I/O nets highlighted:
Scale: 1 px per um.
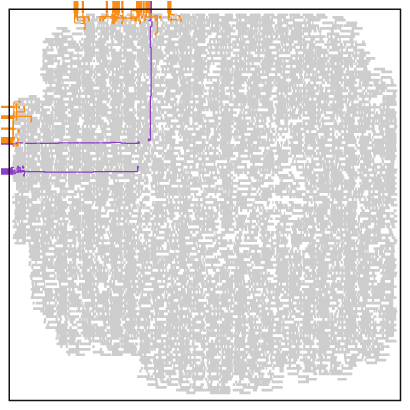
Signal metal coverage by tile:
Scale: 1 px per um. The die is cut into 39 by 39 equal tiles; white is low, dark blue is high, scaled to the fullest tile. Values are wire area over tile area, all layers added.
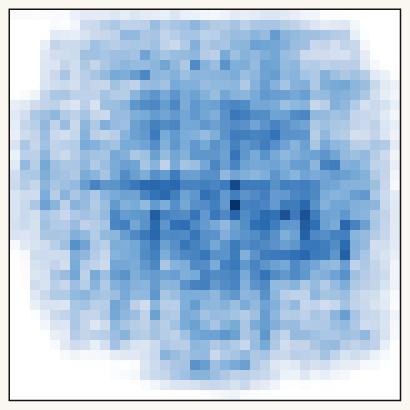
Clock wires, drivers and flops:
Scale: 1 px per um.
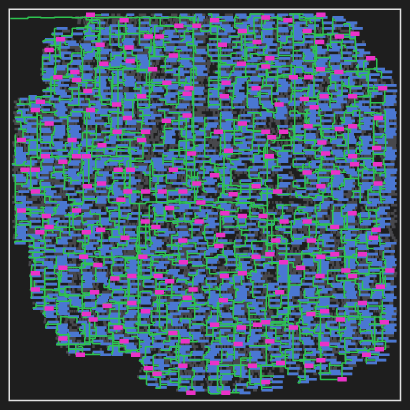
Congestion heat map:
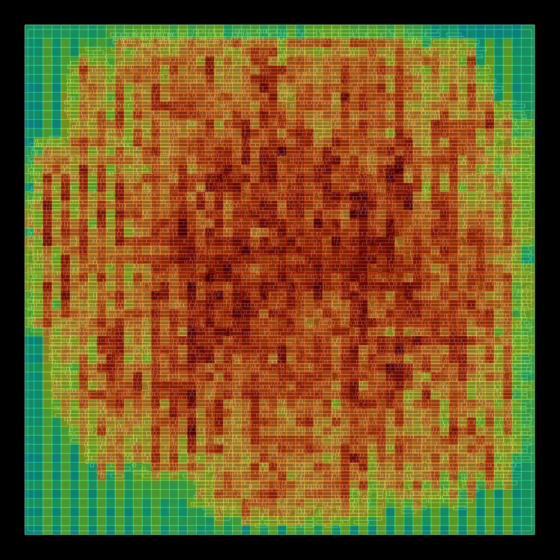
==> config.mk <==
export PLATFORM = sky130hd
export DESIGN_NAME = dmem_block_mem
export DESIGN_NICKNAME = d
export VERILOG_FILES = /design/src/rtl/dmem_block_mem.sv
export SDC_FILE = /design/constraint.sdc
export NUM_CORES = 2
export LEC_CHECK = 0
export CORE_MARGIN = 2
export CORE_UTILIZATION = 65
export CTS_BUF_LIST = sky130_fd_sc_hd__clkbuf_16
export DETAILED_ROUTE_END_ITERATION = 6
export PLACE_DENSITY = 0.82
export SLEW_MARGIN = 10
export SYNTH_ARGS = -nofsm -noshare
export SYNTH_HDL_FRONTEND = slang
export SYNTH_SLANG_ARGS = --single-unit
==> constraint.sdc <==
create_clock -name clock -period 5.7 [get_ports clock]
set_input_delay 1.14 -clock clock [delete_from_list [all_inputs] [get_ports clock]]
set_output_delay 1.14 -clock clock [all_outputs]
set_load 0.1 [all_outputs]
==> notes.md <==
run metrics: number of global-route vias before repair=~59000, Min Hold Slack=approximately 480 ps, logic share of the area=0.288, buffer share of cell area=0.0200, FF-to-FF path depth=5, fmax=about 230 MHz, Synth Instances=~7000, Non-CTS buffers=~240, dpl ws=between 1000 and 1500 ps, fin nets=about 6800, slowest stage delay, CP=980 ps, clk buf depth=3, post-cts repair resize count=0, cell family with most CP delay=AND-OR/OR-AND gates, main flop type=edfxtp_1, worst vdd ir=about 0.00030 V, Top pwr grp=sequential cells, Seq share, synth=0.652, DR WL met3=about 54000 um, Max Cap Viol=1, Slew headroom=-0.0351, Clock-cell share=0.0646, Hold Path Depth=2, Critical Path Sink Type=flop, DR top layer=met5, Simple-Gate Area Share=0.166, failing checks=capacitance limit, slew limit, Vias/cell=approximately 7.1, flop2flop setup slack=1270 ps, RSZ-0062 raised after global routing=no, Critical-path top delay cell=o21ai_0, HP Class=reg2reg, Worst Path Max Fanout=about 51, initial antenna violation count=36, Final Max Tran Viols=2, Pwr Total=approximately 36 mW, # DRC=0, register area=between 60000 and 70000 um^2, antenna-violating nets left=0, Synth cell types=between 70 and 80, Ys Warns=0, clk slew on worst S/H paths=about 60 ps, Setup crit start kind=flop, Mean Syn Cell Area=between 10 and 15 um^2, core region area=about 150000 um^2, tool warning count=36, status=finished with violations, ys async rst share=0, Final Hold Viols=0, sequential logic power=between 15 and 20 mW, Post-CTS Setup Bufs=0, CTS Root Buffer Type=clkbuf_16, Flop Count=about 2100, nonclk inv count=6, Layout area overhead=8.17%, mux share=0.0659, Post-synth EDFFs=around 2000, Dominant comb cell=simple AND/OR/NAND/NOR gates, dpl cells=8445, Top Layout Cells=and2_1 (2049), edfxtp_1 (2048), a221oi_1 (313), crit path time final=roughly 4400 ps, Logic power comb=roughly 4.2 mW, endpoints failing setup=0, Gate Area=30100 um^2, switching portion of total power=0.268, Lkg Pwr=roughly 37 nW
Back to the opening pictures, 'I/O nets highlighted':
port	colour	direction	end cells	buffers	wire
address	purple	input	6	6	450 um
writedata	orange	input	32	32	577 um
Boundary Pins: 75
# port buffers: 74

Back to the opening pictures, 'signal metal coverage by tile':
densest ninth of the die	middle
nearly empty tiles	11%
mean over tiles	0.38
tiles over half the peak	27%
WL final: 310000 um
Total GRT Usage: 0.406
routed len/inst: 35.0 um
via count: 63200

Back to the opening pictures, 'clock wires, drivers and flops':
[flip-flops] blue | count: 2125
[clock drivers] magenta | count: 206
[clock wires] green | length: 23.0 mm
routed clock nets	207
Latency at later pin: 870 ps
clk pwr: 13.8 mW
Worst Skew: 47.4 ps
Clk pwr share: 0.382

Back to the opening pictures, 'congestion heat map':
GR Util met1: 0.536
final design utilization: 0.708
global route hottest layer: met2
grt met3 use: 0.157
met2 Track Usage GR: 0.566

## worst min-delay path, delay by kind of cell, from the launching register on
family	cells	cell delay, ps
flip-flops	1	320
AND-OR/OR-AND	1	60
AND/OR/NAND/NOR	1	50
## synthesized netlist by cell type, drive strengths merged, types with 86 or more instances
library cell / n / area (um^2)
buf: 261 / 1580
a22oi: 199 / 1490
nor2: 220 / 1320
and2: 2052 / 12800
o21ai: 120 / 601
mux2: 86 / 968
clkbuf: 487 / 2010
a221oi: 314 / 2760
mux2i: 283 / 2830
o22ai: 112 / 701
a21oi: 118 / 591
nand2: 175 / 752
mux4: 114 / 2570
edfxtp: 2048 / 61500
Power is estimated from default activity; no workload was simulated.
